Fig. 1: run 1, routing congestion
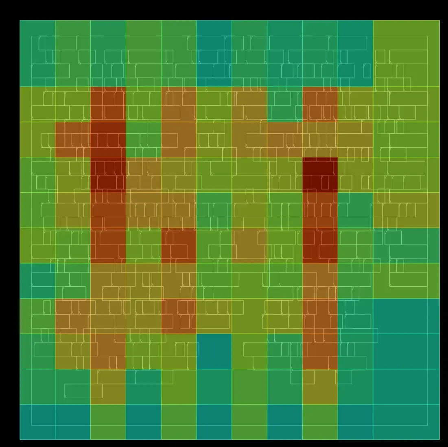
Fig. 2: run 1, gate-type map
Scale: 3 px per micron.
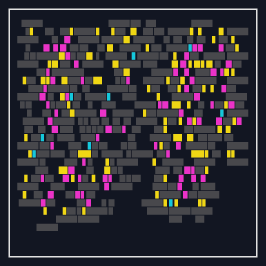
Fig. 3: run 1, placed cells, one color a class
Scale: 4 px per micron.
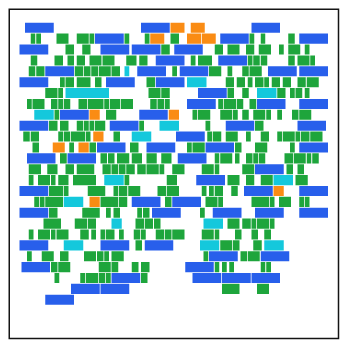
--- config.mk ---
export PLATFORM = sky130hd
export DESIGN_NAME = btn_bit_encoder
export DESIGN_NICKNAME = d
export VERILOG_FILES = /design/src/rtl/btn_pkg.sv /design/src/rtl/btn_debounce.sv /design/src/rtl/btn_bit_encoder.sv
export SDC_FILE = /design/constraint.sdc
export NUM_CORES = 1
export LEC_CHECK = 0
export ABC_AREA = 0
export ABC_CLOCK_PERIOD_IN_PS = 3300
export CORE_MARGIN = 2
export CORE_UTILIZATION = 50
export DETAILED_ROUTE_END_ITERATION = 10
export HOLD_SLACK_MARGIN = 0.12
export PLACE_DENSITY = 0.7
export REMOVE_ABC_BUFFERS = 1
export SYNTH_ARGS = -nofsm -noshare
export SYNTH_HDL_FRONTEND = slang
export SYNTH_SLANG_ARGS = --single-unit
export TNS_END_PERCENT = 10
--- constraint.sdc ---
create_clock -name i_clock -period 3.3 [get_ports i_clock]
set_clock_uncertainty 0.15 [all_clocks]
set_input_delay 0.66 -clock i_clock [delete_from_list [all_inputs] [get_ports i_clock]]
set_output_delay 0.66 -clock i_clock [all_outputs]
set_load 0.02 [all_outputs]
--- src/rtl/btn_pkg.sv ---
// Shared types and 100 MHz timing defaults for the button front-end blocks.
package btn_pkg;

   typedef enum logic {
      ST_IDLE = 1'b0,
      ST_HELD = 1'b1
   } btn_state_t;

   localparam int unsigned DEF_SYNC_STAGES     = 2;
   localparam int unsigned DEF_DEBOUNCE_CYCLES = 1_000_000;    // 10 ms
   localparam int unsigned DEF_LONG_CYCLES     = 50_000_000;   // 500 ms
   localparam int unsigned DEF_GAP_CYCLES      = 150_000_000;  // 1.5 s

   // Bits needed for a counter that must reach max_val.
   function automatic int unsigned cnt_width(input int unsigned max_val);
      return $clog2(max_val + 1);
   endfunction

   localparam int unsigned DEF_CNT_W = cnt_width(DEF_GAP_CYCLES);

endpackage

--- src/rtl/btn_debounce.sv ---
// Input synchronizer plus stability-counter debouncer for a raw button.
module btn_debounce
   import btn_pkg::*;
#(
   parameter int unsigned SYNC_STAGES     = DEF_SYNC_STAGES,
   parameter int unsigned DEBOUNCE_CYCLES = DEF_DEBOUNCE_CYCLES,
   parameter int unsigned CNT_W           = DEF_CNT_W
) (
   input  logic i_clock,
   input  logic i_reset,
   input  logic i_btn,
   output logic o_clean
);

   localparam logic [CNT_W-1:0] DB_LAST = CNT_W'(DEBOUNCE_CYCLES - 1);

   if (SYNC_STAGES < 2) begin : g_bad_sync_stages
      $error("btn_debounce: SYNC_STAGES must be at least 2");
   end

   logic [SYNC_STAGES-1:0] sync_q;
   logic                   btn_sync;
   logic [CNT_W-1:0]       db_cnt;

   assign btn_sync = sync_q[SYNC_STAGES-1];

   always_ff @(posedge i_clock) begin
      if (i_reset) begin
         sync_q <= '0;
      end else begin
         sync_q <= {sync_q[SYNC_STAGES-2:0], i_btn};
      end
   end

   // Any return to the clean level restarts the stability window.
   always_ff @(posedge i_clock) begin
      if (i_reset) begin
         db_cnt  <= '0;
         o_clean <= 1'b0;
      end else if (btn_sync == o_clean) begin
         db_cnt <= '0;
      end else if (db_cnt == DB_LAST) begin
         o_clean <= btn_sync;
         db_cnt  <= '0;
      end else begin
         db_cnt <= db_cnt + CNT_W'(1);
      end
   end

endmodule

--- src/rtl/btn_bit_encoder.sv ---
// Encodes debounced presses as serial bits (short = 0, long = 1) with a one-cycle strobe.
// Optional end-of-word strobe o_gap is built only when BTN_BIT_ENCODER_GAP_EN is defined.
module btn_bit_encoder
   import btn_pkg::*;
#(
   parameter int unsigned SYNC_STAGES     = DEF_SYNC_STAGES,
   parameter int unsigned DEBOUNCE_CYCLES = DEF_DEBOUNCE_CYCLES,
   parameter int unsigned LONG_CYCLES     = DEF_LONG_CYCLES,
   parameter int unsigned GAP_CYCLES      = DEF_GAP_CYCLES,
   parameter int unsigned CNT_W           = DEF_CNT_W
) (
   input  logic i_clock,
   input  logic i_reset,
   input  logic i_btn,
   output logic o_btn_clean,
   output logic o_bit,
   output logic o_bit_valid,
   output logic o_long_hint,
   output logic o_gap
);

   localparam int unsigned MAX_DL  = (DEBOUNCE_CYCLES > LONG_CYCLES) ? DEBOUNCE_CYCLES : LONG_CYCLES;
   localparam int unsigned MAX_CYC = (MAX_DL > GAP_CYCLES) ? MAX_DL : GAP_CYCLES;
   localparam logic [CNT_W-1:0] LONG_CNT = CNT_W'(LONG_CYCLES);

   if (cnt_width(MAX_CYC) > CNT_W) begin : g_bad_cnt_w
      $error("btn_bit_encoder: CNT_W too small for the configured cycle counts");
   end

   logic             clean_q;
   logic             rise;
   logic             fall;
   logic             emit_pend;
   logic [CNT_W-1:0] dur_cnt;
   btn_state_t       state_q;
   btn_state_t       state_d;

   btn_debounce #(
      .SYNC_STAGES     (SYNC_STAGES),
      .DEBOUNCE_CYCLES (DEBOUNCE_CYCLES),
      .CNT_W           (CNT_W)
   ) u_debounce (
      .i_clock (i_clock),
      .i_reset (i_reset),
      .i_btn   (i_btn),
      .o_clean (o_btn_clean)
   );

   assign rise = o_btn_clean & ~clean_q;
   assign fall = ~o_btn_clean & clean_q;

   always_ff @(posedge i_clock) begin
      if (i_reset) begin
         state_q <= ST_IDLE;
      end else begin
         state_q <= state_d;
      end
   end

   always_comb begin
      state_d     = state_q;
      o_long_hint = 1'b0;
      case (state_q)
         ST_IDLE: begin
            if (rise) state_d = ST_HELD;
         end
         ST_HELD: begin
            o_long_hint = (dur_cnt == LONG_CNT);
            if (fall) state_d = ST_IDLE;
         end
         default: state_d = ST_IDLE;
      endcase
   end

   // The fall cycle still counts toward the duration; the bit is sampled one
   // cycle later, so a clean-high run of LONG_CYCLES cycles encodes 1.
   always_ff @(posedge i_clock) begin
      if (i_reset) begin
         clean_q     <= 1'b0;
         dur_cnt     <= '0;
         emit_pend   <= 1'b0;
         o_bit       <= 1'b0;
         o_bit_valid <= 1'b0;
      end else begin
         clean_q     <= o_btn_clean;
         o_bit_valid <= emit_pend;
         emit_pend   <= (state_q == ST_HELD) && fall;
         if (emit_pend) o_bit <= (dur_cnt >= LONG_CNT);
         if ((state_q == ST_IDLE) && rise) begin
            dur_cnt <= '0;
         end else if ((state_q == ST_HELD) && (dur_cnt != LONG_CNT)) begin
            dur_cnt <= dur_cnt + CNT_W'(1);
         end
      end
   end

`ifdef BTN_BIT_ENCODER_GAP_EN
   localparam logic [CNT_W-1:0] GAP_LAST = CNT_W'(GAP_CYCLES - 1);

   logic [CNT_W-1:0] gap_cnt;
   logic             gap_armed;

   always_ff @(posedge i_clock) begin
      if (i_reset) begin
         gap_cnt   <= '0;
         gap_armed <= 1'b0;
      end else if (o_bit_valid) begin
         gap_cnt   <= '0;
         gap_armed <= 1'b1;
      end else if (rise) begin
         gap_cnt <= '0;
      end else if ((state_q == ST_IDLE) && gap_armed) begin
         if (gap_cnt == GAP_LAST) begin
            gap_cnt   <= '0;
            gap_armed <= 1'b0;
         end else begin
            gap_cnt <= gap_cnt + CNT_W'(1);
         end
      end
   end

   assign o_gap = gap_armed && (state_q == ST_IDLE) && !o_bit_valid && !rise
                  && (gap_cnt == GAP_LAST);
`else
   assign o_gap = 1'b0;
`endif

endmodule

==> out/notes.md, run 1 <==
In this run, the synthesized area fraction spent on AND-OR/OR-AND gates is recorded as 8.48%. Sequential power for this build is 775 uW. The clock network burns 46.8% of the power. The final timing report lists a max-slew violation count of 0.

CTS placed an instance of sky130_fd_sc_hd__clkbuf_8 at the clock tree root. For this design the top-level I/O count stands at 8. At the pin with the least slew margin, the transition time is 773 ps. The reported combinational group power is 16.0 uW, and the average instance area after synthesis is 8.56 sq um. Across all hold checks on the routed design, the worst slack comes to 294 ps. The post-route cell area is 3370 sq um. Ranking logic cells in the layout by count gives the top entries sky130_fd_sc_hd__dfxtp_1, sky130_fd_sc_hd__nor2_1, sky130_fd_sc_hd__nand3_1.

The largest registers in the layout are dur_cnt x28, u_debounce.db_cnt x28, u_debounce.sync_q x2. Counting flops and latches in the post-synthesis netlist gives 64. The initialized floorplan defines 28 standard-cell rows. According to the report, the first pass of detailed routing completed in 4 iterations. The longest clock path from root to sink contains 2 buffers.

After synthesis, the design contains 355 cells according to Yosys. Summing all flip-flop and latch instances after layout gives 1280 sq um. The headroom to the max-slew limit was 48.0%; the post-detailed-placement cell area was 3170 sq um. Walking the worst path, the cells encountered are or4b_1, or4_1, nor3_1, dlygate4sd2_1. The flow ran to the end, and the final reports show no timing, DRC or antenna violations. The critical path start-end classification is register to output port. The main area contributors are sky130_fd_sc_hd__dfxtp_1, sky130_fd_sc_hd__nor2_1, sky130_fd_sc_hd__xor2_1, sky130_fd_sc_hd__xnor2_1, sky130_fd_sc_hd__nand3_1. Entering global routing, the biggest net connects 29 pins. For the count of vias placed by the detailed router, the log shows 2,496. After synthesis, flip-flops and latches occupy 42.2% of the total area. Counting instances in the post-synthesis netlist gives the leading cell types as sky130_fd_sc_hd__dfxtp_1, sky130_fd_sc_hd__nor2_1, sky130_fd_sc_hd__nand3_1, sky130_fd_sc_hd__xor2_1, sky130_fd_sc_hd__nand2_1. The run gives 200 ps for the smallest setup slack after layout. The logs give 10,300 microns for the wire length of the first global-routing pass and 0 for the total of endpoints with negative setup slack in the final report. The data required time of the worst path was 2490 ps.

The via count of the first global-routing pass came out at 2,372. The die boundary width is 82.0 microns. Setup repair after global routing left no endpoint under its margin. The CTS clock-pin slew for the worst setup and hold paths is 70 ps.

With the post-cts sizing count at 1, the synthesized-area fraction occupied by xor and xnor cells is 11.8%. For this run, asynchronously set or reset flops after synthesis account for 0%. The kind of cell with the highest combined delay along the critical path is simple AND/OR/NAND/NOR gates. For the worst supply voltage drop on vdd, the log shows 363 uV.

The floorplan-stage core utilization came out at 51.6%. The post-route DRC violation count was 0. The total buffers and inverters traversed by the critical path is 1. The detail-routed via count per cell came out at 5.63. The detailed router put a total of 2810 microns of wire on met1. According to the floorplan report, the total die area is 6720 sq um. Yosys reports that the leading cell type by area covers 42.2% of the netlist area. The later pin in the worst-skew pair is clocked with a latency of 340 ps. The design draws 1.49 mW. For this run, the script counts the antenna cells in the layout as 0. The quantity of hold-fixing buffers added after cts was 0; the simple logic cell fraction of the synthesized area was 32.0%. The number of clock buffers added by TritonCTS is 9. The die height is 82.0 microns. The path category of the worst min-delay check was register to register. The run gives 3040 sq um as the chip area from the yosys synthesis statistics. Per the synthesis report, the number of distinct cell types is 38. After legalization and detailed placement, the total HPWL measured 4050 microns.

The detailed route wirelength on metal2 was 2770 microns; the clock group total power was 695 uW. The script extracted a net switching power of 300 uW. OpenROAD emitted warnings numbering 26. After synthesis, the largest family of logic cells by area is simple AND/OR/NAND/NOR gates. Cell internal power was estimated by the tool at 1.19 mW.

The timing report gives the biggest stage delay along the critical path as 530 ps. The sequential fraction of design power is 52.2%. Of all cell types, the one taking the most synthesized area is sky130_fd_sc_hd__dfxtp_1. With the total wire length at 5880 microns, the final-layout setup total negative slack is 0 ps.

The most frequent cell after synthesis was sky130_fd_sc_hd__dfxtp_1. The run gives 0 for the final number of hold-violating endpoints. Of all power groups, the one with the highest power is registers.

For this run, the leading register cell type out of synthesis is sky130_fd_sc_hd__dfxtp_1. Input and output buffers added on the ports amount to 6. The post-detailed-route count of antenna-violating nets was 0.
Back to the opening pictures, Fig. 1:
met1 track demand over resource in global routing: 23.7%
met2 global-route usage: 32.6%
routing usage on met3: 8.13%

Back to the opening pictures, Fig. 2:
[cyan] inverters | cells: 9 | most used: inv_1
[yellow] NOR gates | cells: 82 | most used: nor2_1 | where: widely spread
[magenta] NAND gates | cells: 68 | most used: nand3_1
most used logic cell in the final layout: sky130_fd_sc_hd__dfxtp_1
fraction of standard cell area in multi-input logic: 49.0%
post-route non-filler standard cell count: 443

Back to the opening pictures, Fig. 3:
[cyan] clock drivers and dummy loads | cells: 15 | share of their area: 6.3%
[orange] other buffers and delay cells | cells: 12 | share of their area: 3.2%
[green] all other logic | cells: 277 | share of their area: 51%
[blue] flip-flops | cells: 64 | share of their area: 39%

## run 1: final cells by class
class                           count  share of cell area, %
Clock buffer                       13                   5.01
Clock inverter                      2                   1.11
Inverter                            9                   1.00
Multi-Input combinational cell    268                   49.0
Sequential cell                    64                   38.0
Tap cell                           75                   2.78
Timing Repair Buffer               12                   3.08
## run 1: final timing paths
| path | startpoint | end | slack, ps | cells past startpoint |
|---|---|---|---|---|
| max | dur_cnt[17] | o_long_hint | 200 | 4 |
| min | u_debounce.sync_q[0] | u_debounce.sync_q[1] | 290 | 1 |
| max reg2reg | dur_cnt[17] | dur_cnt[17] | 730 | 6 |
| min reg2reg | u_debounce.sync_q[0] | u_debounce.sync_q[1] | 290 | 1 |
Fig. 4: run 1, sequential cells grouped by signal name
Scale: 3 px per micron. Other sequential cells in the stronger gray, the rest of the logic in the fainter gray.
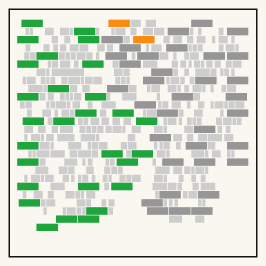

--- run 2 (diff from run 1) ---
CORE_UTILIZATION = 60   (was 50)
PLACE_DENSITY = 0.81   (was 0.7)
SLEW_MARGIN = 20   (was default)
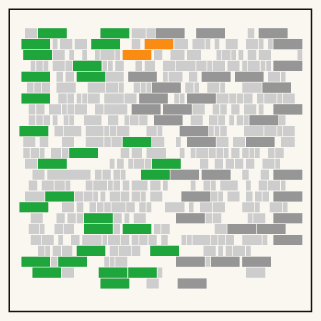
Fig. 5. Sequential cells grouped by signal name (run 2).
Scale: 4 px per micron. Other sequential cells in the stronger gray, the rest of the logic in the fainter gray.
[green] dur_cnt | sequential cells: 28
[orange] u_debounce.sync_q | sequential cells: 2
not colored: 34
flip-flop and latch share of the layout cell area: 38.3%
Sequential Area: 1280 sq um
final core utilization: 69.5%
power consumed by sequential cells: 775 uW

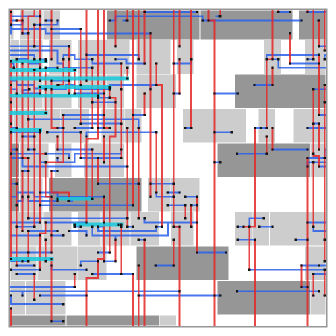
Fig. 6. Layout detail (run 2).
Region (25, 10) to (50, 35) microns. Cells in gray, sequential cells in the stronger gray; small squares are vias.
[cyan] met3
[red] met2
[blue] met1
sequential cells in the window: 7
netlist names of flops here include: u_debounce.db_cnt (4), dur_cnt (3)
most frequent: nor2_1 (7), dfxtp_1 (7)
cells with their middle in the window: 52

==> run 2 against run 1 <==
Against the previous run: count of clock-buffer cells in the layout did not move; hold slack got worse by 2.4 ps; design area fell by 0.74%; synthesized cell count did not move; fmax fell by 3.1%; sequential share of layout area rose by 0.28 points; via count rose by 0.64%; non-clock buffer count fell by 1; die size fell by 16%; critical endpoint unchanged; highest routed layer unchanged.
==> out/notes.md, run 2 <==
The flow ran to the end, and the final reports show no timing, DRC or antenna violations. The average instance area after synthesis came out at 8.56 sq um (unchanged). For the maximum number of pins on one net before global-route repair, the log shows 29 (unchanged). The number of synthesized register bits was 64 (unchanged). The post-route DRC violation count came out at 0 (unchanged). Tracing the worst setup path back leads to its startpoint at dur_cnt[16]. The run gives 4 (unchanged) as the number of iterations in the first detailed-routing pass. For the clock buffer count from CTS, the log shows 9 (unchanged). The clock group total power was 663 uW (-4.6%). In this run, synthesis inferred 0 flip-flops with an integrated enable. Global routing met2 resource utilization: 40.6% (+8.0 points).

In the final design, more cell area goes to multi-input combinational cells than to any other class. The tools report the tally of unique sky130hd cells used after synthesis as 38 (unchanged). The total number of multi-input combinational cells is 268 (unchanged), and the number of signal-net inverters in the final layout is 9 (unchanged).

The area share of the largest cell type after synthesis works out to 42.2% (unchanged). Post-route cell area: 3350 sq um (-0.74%). The run gives 64 (unchanged) as the flop count.

The post-cts sizing count is 1 (unchanged), and the post-detailed-placement cell area is 3150 sq um (-0.55%). Counting only logic cells after layout, the most numerous master is sky130_fd_sc_hd__dfxtp_1. With the share of synthesized registers carrying an async set or reset at 0% (unchanged), the number of placement rows is 25 (-11%).

The most common cell in the synthesized netlist is sky130_fd_sc_hd__dfxtp_1. The run gives 5650 sq um (-16%) for the floorplan die area. With the worst supply voltage drop on vdd at 344 uV (-5.2%), the post-placement worst setup slack is 193 ps.

Final number of hold-violating endpoints: 0 (unchanged). The largest registers in the layout are dur_cnt x28, u_debounce.db_cnt x28, u_debounce.sync_q x2. The non-clock buffer area fraction after layout is 2.88% (-0.20 points). With the sequential fraction of design power at 53.3% (+1.1 points), the die boundary width is 75.2 microns (-8.3%). The final count of pins violating max slew came out at 0 (unchanged).

The reg-to-reg endpoint is dur_cnt[7]. Per the log, the first TritonRoute iteration ended with a DRC count of 112. Setup repair after global routing left no endpoint under its margin.

The highest-power group was registers. The run gives 0 ps (unchanged) as the final-layout setup total negative slack. With the synthesized-area fraction occupied by xor and xnor cells at 11.8% (unchanged), the fraction of the yosys area taken by sequential cells is 42.2% (unchanged). With the count of plain and timing-repair buffers in the layout at 11 (-1), the total wire length is 5890 microns (+0.27%). The tools report the number of standard cells in the final layout excluding fillers as 435 (-1.8%). Insertion delay at the late pin of the worst-skew pair: 340 ps (about the same). The run gives 292 ps (-2.37 ps) for the post-route worst hold slack. In the hold report, the worst path ends at u_debounce.sync_q[1].

The run gives 4160 microns (+2.7%) as the HPWL after detailed placement. The area share of and-or/or-and cells after synthesis is 8.48% (unchanged). The net load switching power came out at 288 uW (-4.2%).

The run gives 0 (unchanged) as the post-detailed-route count of antenna-violating nets. The number of warning messages in the logs is 26 (unchanged), and the global routing usage on met1 is 24.0% (+0.24 points). The share of layout cells above drive strength 1 was 8.70%; the total of endpoints with negative setup slack in the final report was 0 (unchanged). The most area-hungry cell type in the Yosys netlist is sky130_fd_sc_hd__dfxtp_1. With the reported combinational group power at 16.3 uW (about the same), the quantity of hold-fixing buffers added after cts is 0 (unchanged). The setup slack of the most critical reg-to-reg path is 710 ps (-20 ps). The slew at the pin closest to its max-slew limit was 766 ps (-7.74 ps). The run gives 6 (unchanged) for the depth of the most critical reg-to-reg path. Origin of the critical flop-to-flop path: dur_cnt[16]. Grouping non-sequential cells by family puts the most area in simple AND/OR/NAND/NOR gates. The run gives 0 (unchanged) as the total inserted antenna cells. The wire length of the first global-routing pass was 9630 microns (-6.6%). The run gives 0.878 for the final weighted congestion of routability-driven global placement.

The tools report the global routing met3 resource utilization as 7.63% (-0.50 points). Power share of the clock group: 45.6% (-1.2 points). For the internal power component, the log shows 1.17 mW (-1.6%). The start point of the worst min-delay path was u_debounce.sync_q[0]. After global routing the overflow that remains totals 0.

With the number of standard cells after synthesis at 355, the number of I/O port buffers is 6 (unchanged). The smallest setup slack after layout was 100 ps (-99.5 ps). Count of inserted tapcells: 67 (-11%). The simple logic cell fraction of the synthesized area was 32.0% (unchanged). Per the cell usage report, the commonest logic cells after layout are sky130_fd_sc_hd__dfxtp_1, sky130_fd_sc_hd__nor2_1, sky130_fd_sc_hd__nand3_1. The number of stages on the worst hold path is 1 (unchanged), and the final total power is 1.45 mW (-2.1%). The area growth from synthesis to layout came out at 10.1%. Summing all multi-input logic gate instances after layout gives 1650 sq um.

The tree is rooted in a sky130_fd_sc_hd__clkbuf_8. The critical path is of the register to output port type. After synthesis, the most frequently instantiated cells are sky130_fd_sc_hd__dfxtp_1, sky130_fd_sc_hd__nor2_1, sky130_fd_sc_hd__nand3_1, sky130_fd_sc_hd__xor2_1, sky130_fd_sc_hd__nand2_1. The routed design shows a wire length per standard cell of 13.5 microns. The run gives 13 (unchanged) as the clock buffer count. Checking hold timing, the worst path is listed with class register to register. For the cell total in the yosys stat output, the log shows 355 (unchanged). The dominant register cell in the synthesized netlist was sky130_fd_sc_hd__dfxtp_1.

With the chip area from the yosys synthesis statistics at 3040 sq um (unchanged), the detail-routed via count per cell is 5.77 (+2.5%). The tools report the floorplan-stage core utilization as 63.1% (+11 points). The share of final layout cell area taken by clock buffers and inverters is 5.95% (-0.18 points). The run gives 48.5% (+0.52 points) for the headroom to the max-slew limit. Die height: 75.2 microns (-8.3%). The tools report the maximum number of buffers from clock root to sink as 2 (unchanged). The CTS clock-pin slew for the worst setup and hold paths was 60 ps (about the same); the number of ports placed on the die boundary was 8 (unchanged).

The data required time of the worst path was 2490 ps (about the same). For the count of vias placed by the detailed router, the log shows 2,512 (+0.64%). After synthesis, the cell types taking the most area are sky130_fd_sc_hd__dfxtp_1, sky130_fd_sc_hd__nor2_1, sky130_fd_sc_hd__xor2_1, sky130_fd_sc_hd__xnor2_1, sky130_fd_sc_hd__nand3_1.
[run 2: cell counts after synthesis]
No cell type changed its count.
[run 2: worst max-delay path by stage]
stage | end | depth (start not counted)
2_1_floorplan | o_long_hint | 3
3_3_place_gp | o_long_hint | 4
3_5_place_dp | o_long_hint | 4
4_1_cts | o_long_hint | 4
5_1_grt | o_long_hint | 4
6_report | o_long_hint | 4
[run 2: worst max-delay path, stage by stage, from the launching register on]
cell                            delay, ps
sky130_fd_sc_hd__dfxtp_1              360
sky130_fd_sc_hd__or4b_1               520
sky130_fd_sc_hd__or4_1                550
sky130_fd_sc_hd__nor3_1               260
sky130_fd_sc_hd__dlygate4sd2_1        370
[run 2: per-layer routing]
metal  routed length (microns)  up-vias
li1                          -     1274
met2                      3070       47
met3                       220       12
met5                         0        -
met4                       106        0
met1                      2490     1179
Power is estimated from default activity; no workload was simulated.
